### Supply network, run 1

Pins as bars on the die edge. Tap cells in gray.
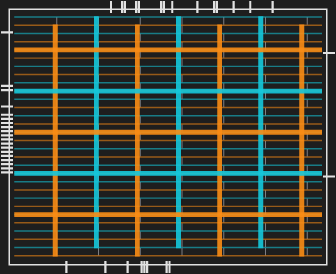
### Placed cells, one color a class, run 1

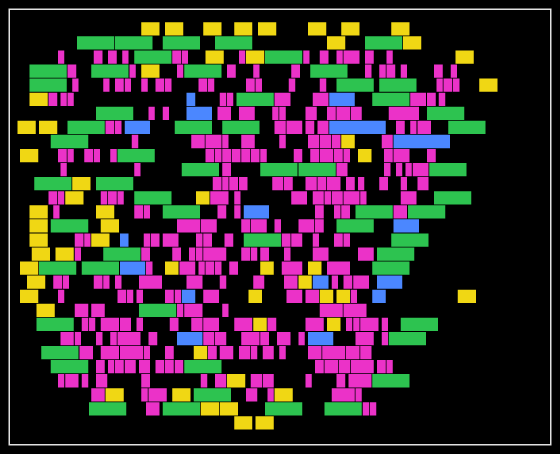
### Clock distribution, run 1

Bar = 20 um.
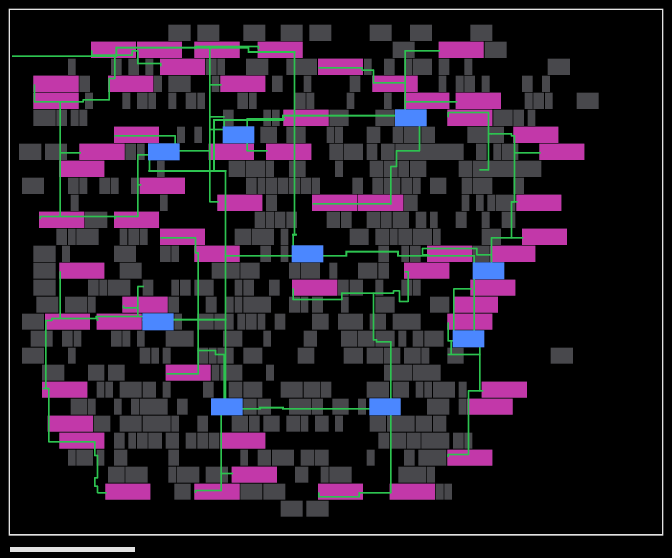
==> config.mk <==
export PLATFORM = sky130hd
export DESIGN_NAME = vcmd_stream
export DESIGN_NICKNAME = d
export VERILOG_FILES = /design/src/rtl/vcmd_stream.sv
export SDC_FILE = /design/constraint.sdc
export NUM_CORES = 1
export LEC_CHECK = 0
export CORE_ASPECT_RATIO = 0.8
export CORE_UTILIZATION = 35
export CTS_BUF_LIST = sky130_fd_sc_hd__clkbuf_2 sky130_fd_sc_hd__clkbuf_4 sky130_fd_sc_hd__clkbuf_8
export DETAILED_ROUTE_END_ITERATION = 6
export MAX_ROUTING_LAYER = met4
export PLACE_DENSITY_LB_ADDON = 0.2
export SYNTH_ARGS = -nofsm -noshare
export SYNTH_HDL_FRONTEND = slang
export SYNTH_SLANG_ARGS = --single-unit
export TNS_END_PERCENT = 30
==> constraint.sdc <==
create_clock -name Clk -period 2.45 [get_ports Clk]
set_input_delay 0.245 -clock Clk [delete_from_list [all_inputs] [get_ports Clk]]
set_output_delay 0.245 -clock Clk [all_outputs]
set_load 0.02 [all_outputs]
==> src/rtl/vcmd_stream.sv <==
// Command-packet decoder turning SPI bytes into frame-buffer writes (single, burst, fill).
// Define VCMD_FILL_EN to build the hardware fill opcode; otherwise opcode 11 is flagged illegal.
module vcmd_stream #(
  parameter int unsigned ADDR_W    = 18,
  parameter int unsigned DATA_W    = 8,
  parameter int unsigned MAX_LEN_W = 6
) (
  input  logic              Clk,
  input  logic              Reset,
  input  logic              CmdRecv,
  input  logic [7:0]        CmdIn,
  input  logic              CmdAbort,
  output logic [ADDR_W-1:0] MemAddr,
  output logic [DATA_W-1:0] DataOut,
  output logic              DataRdy,
  input  logic              MemAck,
  output logic              Busy,
  output logic              ErrOverrun,
  output logic              ErrIllegal
);

  localparam int unsigned ADDR_BYTES = (ADDR_W + 7) / 8;
  localparam int unsigned DATA_BYTES = DATA_W / 8;
  localparam int unsigned MAX_BYTES  = (ADDR_BYTES > DATA_BYTES) ? ADDR_BYTES : DATA_BYTES;
  localparam int unsigned CNT_W      = (MAX_BYTES > 1) ? $clog2(MAX_BYTES) : 1;

  localparam logic [1:0] OP_NOP   = 2'b00;
  localparam logic [1:0] OP_WRITE = 2'b01;
  localparam logic [1:0] OP_BURST = 2'b10;

`ifdef VCMD_FILL_EN
  typedef enum logic [2:0] {IDLE, ADDR, DATA, FILLDATA, FILL} stateT;
`else
  typedef enum logic [1:0] {IDLE, ADDR, DATA} stateT;
`endif

  stateT                state;
  logic [CNT_W-1:0]     byteCnt;
  logic [DATA_W-1:0]    dataAsm;
  logic [ADDR_W-1:0]    wordAddr;
  logic [MAX_LEN_W-1:0] wordsLeft;
`ifdef VCMD_FILL_EN
  logic                 fillMode;
  logic [DATA_W-1:0]    fillData;
`endif

  logic [ADDR_W-1:0] addrNext;
  logic [DATA_W-1:0] dataNext;
  logic              holdFree;
  logic              lastAddrByte;
  logic              lastDataByte;
  logic              lastWord;

  // Byte-wise MSB-first shift; surplus upper bits fall off the top.
  assign addrNext     = ADDR_W'({wordAddr, CmdIn});
  assign dataNext     = DATA_W'({dataAsm, CmdIn});
  // Holding register can take a new word if empty or retiring this cycle.
  assign holdFree     = !DataRdy || MemAck;
  assign lastAddrByte = (byteCnt == CNT_W'(ADDR_BYTES - 1));
  assign lastDataByte = (byteCnt == CNT_W'(DATA_BYTES - 1));
  assign lastWord     = (wordsLeft == '0);
  assign Busy         = (state != IDLE) || DataRdy;

  always_ff @(posedge Clk) begin
    if (Reset) begin
      state      <= IDLE;
      byteCnt    <= '0;
      dataAsm    <= '0;
      wordAddr   <= '0;
      wordsLeft  <= '0;
      MemAddr    <= '0;
      DataOut    <= '0;
      DataRdy    <= 1'b0;
      ErrOverrun <= 1'b0;
      ErrIllegal <= 1'b0;
`ifdef VCMD_FILL_EN
      fillMode   <= 1'b0;
      fillData   <= '0;
`endif
    end else begin
      if (DataRdy && MemAck) begin
        DataRdy <= 1'b0;
      end

      if (CmdAbort) begin
        // Abort wins over a simultaneous byte; a presented word still finishes its handshake.
        state    <= IDLE;
        byteCnt  <= '0;
        dataAsm  <= '0;
        wordAddr <= '0;
      end else begin
        case (state)
          IDLE: begin
            if (CmdRecv) begin
              byteCnt   <= '0;
              dataAsm   <= '0;
              wordAddr  <= '0;
              wordsLeft <= (CmdIn[7:6] == OP_WRITE) ? '0 : MAX_LEN_W'(CmdIn[5:0]);
              case (CmdIn[7:6])
                OP_NOP: begin
                  if (CmdIn[5:0] == 6'h3F) begin
                    ErrOverrun <= 1'b0;
                    ErrIllegal <= 1'b0;
                  end
                end
                OP_WRITE, OP_BURST: begin
                  state <= ADDR;
`ifdef VCMD_FILL_EN
                  fillMode <= 1'b0;
`endif
                end
                default: begin
`ifdef VCMD_FILL_EN
                  state    <= ADDR;
                  fillMode <= 1'b1;
`else
                  ErrIllegal <= 1'b1;
`endif
                end
              endcase
            end
          end

          ADDR: begin
            if (CmdRecv) begin
              wordAddr <= addrNext;
              if (lastAddrByte) begin
                byteCnt <= '0;
`ifdef VCMD_FILL_EN
                state   <= fillMode ? FILLDATA : DATA;
`else
                state   <= DATA;
`endif
              end else begin
                byteCnt <= byteCnt + CNT_W'(1);
              end
            end
          end

          DATA: begin
            if (CmdRecv) begin
              if (lastDataByte) begin
                byteCnt <= '0;
                dataAsm <= '0;
                if (holdFree) begin
                  MemAddr <= wordAddr;
                  DataOut <= dataNext;
                  DataRdy <= 1'b1;
                end else begin
                  ErrOverrun <= 1'b1;
                end
                // Address advances even when the word was dropped.
                wordAddr  <= wordAddr + ADDR_W'(1);
                wordsLeft <= wordsLeft - MAX_LEN_W'(1);
                if (lastWord) begin
                  state <= IDLE;
                end
              end else begin
                dataAsm <= dataNext;
                byteCnt <= byteCnt + CNT_W'(1);
              end
            end
          end

`ifdef VCMD_FILL_EN
          FILLDATA: begin
            if (CmdRecv) begin
              if (lastDataByte) begin
                byteCnt  <= '0;
                dataAsm  <= '0;
                fillData <= dataNext;
                state    <= FILL;
              end else begin
                dataAsm <= dataNext;
                byteCnt <= byteCnt + CNT_W'(1);
              end
            end
          end

          FILL: begin
            if (CmdRecv) begin
              ErrOverrun <= 1'b1;
            end
            if (holdFree) begin
              MemAddr   <= wordAddr;
              DataOut   <= fillData;
              DataRdy   <= 1'b1;
              wordAddr  <= wordAddr + ADDR_W'(1);
              wordsLeft <= wordsLeft - MAX_LEN_W'(1);
              if (lastWord) begin
                state <= IDLE;
              end
            end
          end
`endif

          default: state <= IDLE;
        endcase
      end
    end
  end

endmodule

==> results.py, run 1 <==
# Flow results
metrics = {
    "pwr": {
        "power_leader": "clock",
        "p_int_mw": 1.58,
        "totalPowerFinal_mw": 2.11,
        "p_clk_frac": 0.470,
        "seq-power_uw": 946,
    },
    "setup_path": {
        "arrival_ns": 2.43,
        "rr_worst_depth": 8,
        "startpoint": "state[0]$_SDFFE_PP0P_",
        "reg2reg_slack_ns": 0.26,
        "required_ns": 2.69,
        "critPathKind": "reg -> reg",
        "slowest_stage": "a211o_1",
    },
    "global_routing": {
        "grt_pass1_vias": 2735,
        "met3_usage": 0.0554,
    },
    "route": {
        "wl_per_cell_um": 15.6,
        "vias": 2854,
        "wirelength_met1_um": 4190,
    },
    "clocking": {
        "htreeDepth": 3,
        "postCtsSetupBuffers": 0,
        "worstSkewPairLatency_ns": 0.35,
        "cts_tree": "yes",
    },
    "sta": {
        "hold_viol": 0,
        "finalCritPeriodShare": 0.894,
        "fin_ws_ns": 0.259,
        "clock.fmax_mhz": 456,
        "relSlewSlack": 0.700,
    },
    "logic_synthesis": {
        "top_cell": "nand2_1",
        "top_area_frac": 0.389,
        "aoi_share": 0.209,
        "syn_inst": 377,
        "synth_flops": 57,
        "ff_type": "dfxtp_1",
        "synthDistinctLibCells": 46,
    },
    "run": {
        "warning_count": 33,
    },
    "finish": {
        "diodes": 0,
        "design_area_um2": 3690,
        "drive_gt1_frac": 0.0825,
        "regArea_um2": 1140,
    },
    "outcome": {
        "status": "finished, final reports clean",
    },
}
Back to the opening pictures, 'Supply network':
| color | net |
|---|---|
| orange | VSS |
| cyan | VDD |
met1 rails: 30
rows: 29
tap cells: 108
met4 straps: 7
signal pins: 43

Back to the opening pictures, 'Placed cells, one color a class':
| color | class | cells |
|---|---|---|
| yellow | other buffers and delay cells | 55 |
| green | flops | 57 |
| blue | clock drivers and dummy loads | 16 |
| magenta | combinational and other logic | 296 |

Back to the opening pictures, 'Clock distribution':
[blue] clock drivers | count: 9
[green] clock wires | length: 853 um
[magenta] flip-flops | count: 57
routed clock nets: 10
flops lie: spread over the die

==> run 1 -> run 2 <==
- SLEW_MARGIN: default -> 5
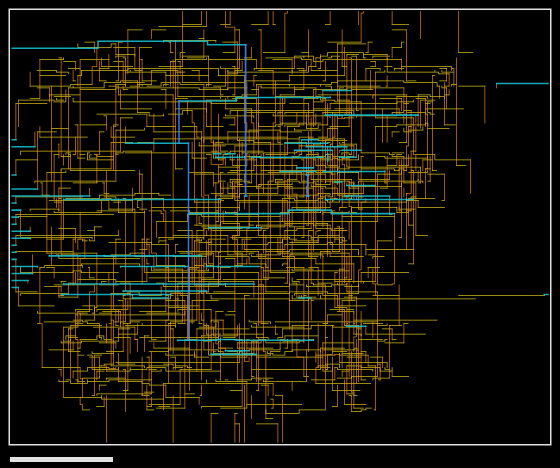
*Routed metal, one color a layer, run 2*
Bar = 20 um.
| color | layer | wire length |
|---|---|---|
| blue | metal 4 | 79.6 um |
| yellow | metal 1 | 4190 um |
| cyan | metal 3 | 549 um |
| orange | metal 2 | 3480 um |

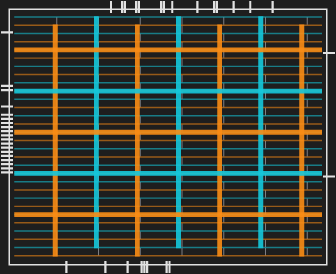
*Supply network, run 2*
Pins as bars on the die edge. Tap cells in gray.
VDD IR max: 0.295 mV
core box area: 8020 um^2
Die Height: 83.9 um
DIE WIDTH: 104 um

==> results.py, run 2 <==
# Flow results
metrics = {
    "logic_synthesis": {
        "ff_type": "dfxtp_1",
        "synth_flops": 57,
        "top_cell": "nand2_1",
        "syn_inst": 377,
        "top_area_frac": 0.389,
        "aoi_share": 0.209,
    },
    "pwr": {
        "p_int_mw": 1.58,
        "seq-power_uw": 946,
        "p_clk_frac": 0.470,
        "totalPowerFinal_mw": 2.11,
        "power_leader": "clock",
    },
    "clocking": {
        "worstSkewPairLatency_ns": 0.35,
        "htreeDepth": 3,
        "postCtsSetupBuffers": 0,
        "cts_tree": "yes",
    },
    "setup_path": {
        "startpoint": "state[0]$_SDFFE_PP0P_",
        "required_ns": 2.69,
        "critPathKind": "reg -> reg",
        "endpoint": "wordAddr[8]$_SDFFE_PP0P_",
        "slowest_stage": "a211o_1",
        "reg2reg_slack_ns": 0.26,
        "rr_worst_depth": 8,
    },
    "sta": {
        "finalCritPeriodShare": 0.894,
        "clock.fmax_mhz": 456,
        "relSlewSlack": 0.700,
    },
    "finish": {
        "design_area_um2": 3690,
        "regArea_um2": 1140,
        "diodes": 0,
        "drive_gt1_frac": 0.0825,
    },
    "run": {
        "warning_count": 33,
    },
    "global_routing": {
        "met3_usage": 0.0554,
        "grt_pass1_vias": 2735,
    },
    "outcome": {
        "status": "finished, final reports clean",
    },
    "route": {
        "wl_per_cell_um": 15.6,
        "vias": 2854,
        "wirelength_met1_um": 4190,
    },
}
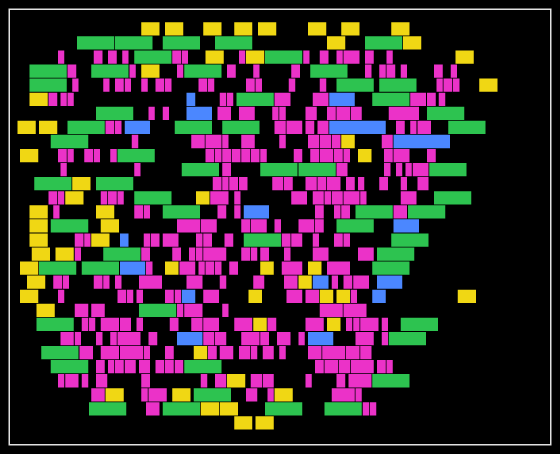
*Placed cells, one color a class, run 2*
| color | class | cells |
|---|---|---|
| blue | clock drivers and dummy loads | 16 |
| green | flops | 57 |
| yellow | other buffers and delay cells | 55 |
| magenta | combinational and other logic | 296 |

### Clock distribution, run 2

Bar = 20 um.
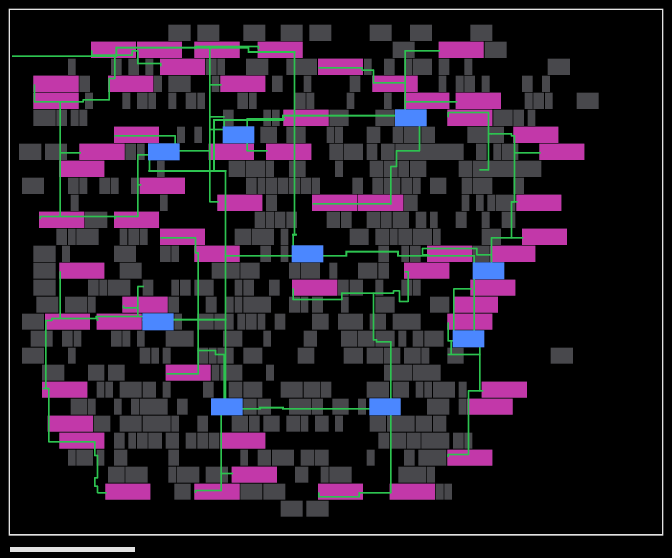

==> run 2 -> run 3 <==
- CORE_ASPECT_RATIO: 0.8 -> default
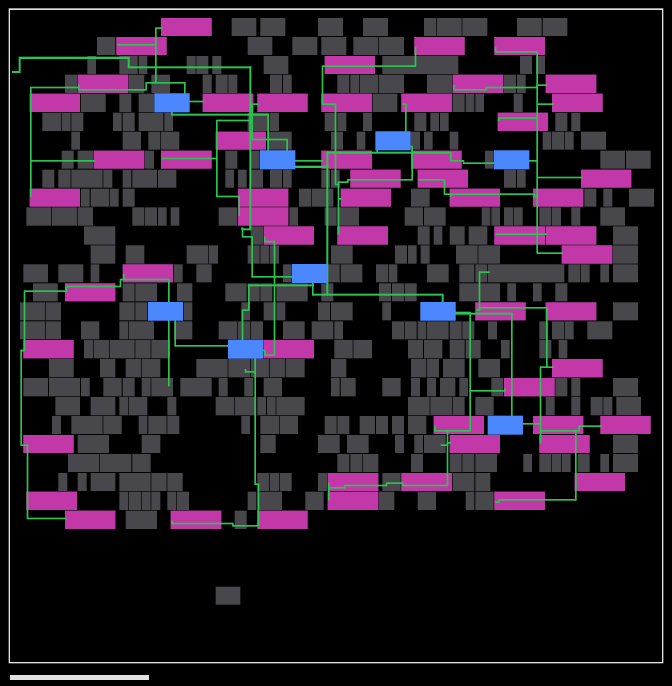
*Clock distribution, run 3*
Bar = 20 um.
[magenta] flip-flops | count: 57
[green] clock wires | length: 810 um
[blue] clock drivers | count: 9
routed clock nets: 10
flops lie: spread over the die

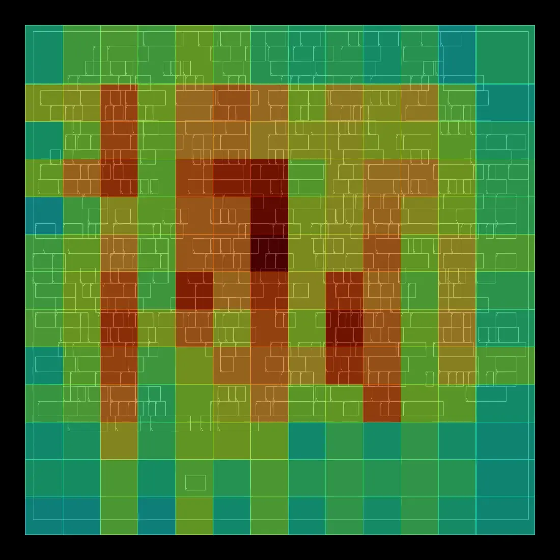
*Track usage over the die, run 3*
M1 GR Usage: 0.241
Final Util: 0.457

==> results.py, run 3 <==
# Flow results
metrics = {
    "outcome": {
        "status": "finished, final reports clean",
    },
    "finish": {
        "drive_gt1_frac": 0.0932,
        "diodes": 0,
        "seq_cells": 57,
        "regArea_um2": 1140,
        "synthToLayoutAreaGrowth_pct": 27.2,
        "comb_area_um2": 1630,
        "largestClassByArea": "logic gates",
        "design_area_um2": 3730,
        "clock_area_frac": 0.0607,
    },
    "route": {
        "drt_iter0_markers": 161,
        "wirelength_met1_um": 3620,
    },
    "logic_synthesis": {
        "largest_area_cell": "dfxtp_1",
        "adder_share": 0.0512,
        "synth_flops": 57,
        "yosys.stat.seqShare": 0.389,
        "async_flop_share": 0,
        "synth_stat.cells": 377,
        "ff_type": "dfxtp_1",
        "aoi_share": 0.209,
        "ys_sh_mux": 0.0136,
        "syn_inst": 377,
        "top_cell": "nand2_1",
        "top_area_frac": 0.389,
        "yosys_area_um2": 2930,
    },
    "clocking": {
        "clockBufferDepth": 2,
        "postCtsSetupBuffers": 0,
        "cts.clk_slew.worst_paths_ns": 0.08,
        "htreeDepth": 3,
        "cts_tree": "yes",
        "worstSkewPairLatency_ns": 0.34,
    },
    "setup_path": {
        "critPathKind": "reg -> out",
        "reg2reg_slack_ns": 0.40,
        "required_ns": 2.20,
        "r2r_start": "state[0]$_SDFFE_PP0P_",
        "rr_worst_depth": 7,
        "crit_fanout": 7,
        "slowest_stage": "clkdlybuf4s50_1",
        "endpoint": "Busy",
        "startpoint": "state[0]$_SDFFE_PP0P_",
    },
    "place": {
        "portBuffers": 42,
    },
    "pwr": {
        "ir_worst_vdd_mv": 0.341,
        "powerComb_uw": 177,
        "seq-power_uw": 946,
        "p_clk_frac": 0.471,
        "p_int_mw": 1.59,
        "power_leader": "clock",
        "combPwrFrac": 0.084,
        "totalPowerFinal_mw": 2.12,
    },
    "sta": {
        "hold_ws_ns": 0.454,
        "clock.fmax_mhz": 482,
        "setup_tns_ns": 0,
        "setup_viol": 0,
        "worstMarginPinSlew_ns": 0.593,
        "fin_ws_ns": 0.374,
        "skew_ns": 0.00768,
        "finalCritPeriodShare": 0.847,
        "relSlewSlack": 0.603,
    },
    "run": {
        "warning_count": 33,
    },
    "floorplan": {
        "die_w_um": 93.6,
        "core_region_area_um2": 8180,
        "dieHeight_um": 93.6,
        "num_tap_cells": 105,
    },
    "global_routing": {
        "grt_pass1_wl_um": 13300,
        "grt.busiest_layer": "met2",
        "grt_pass1_vias": 2688,
        "met3_usage": 0.0488,
    },
}
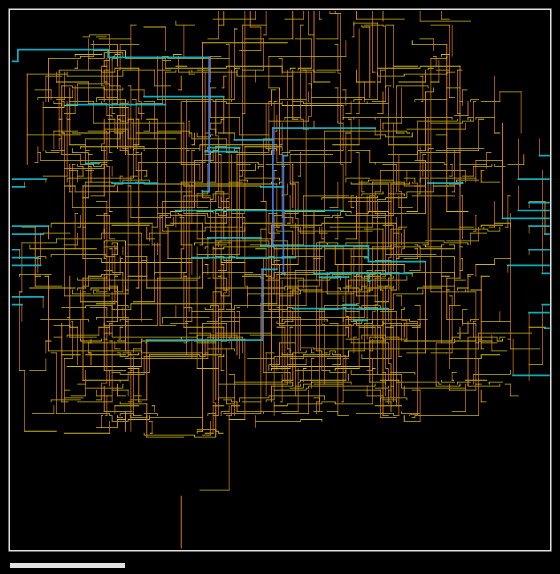
*Routed metal, one color a layer, run 3*
Bar = 20 um.
Routed Wire Length: 8010 um
Global Route Usage Sum: 0.201
Routed WL per cell: 15.0 um
vias: 2803

Power figures rest on the tool's default switching activity, not on a simulated workload.
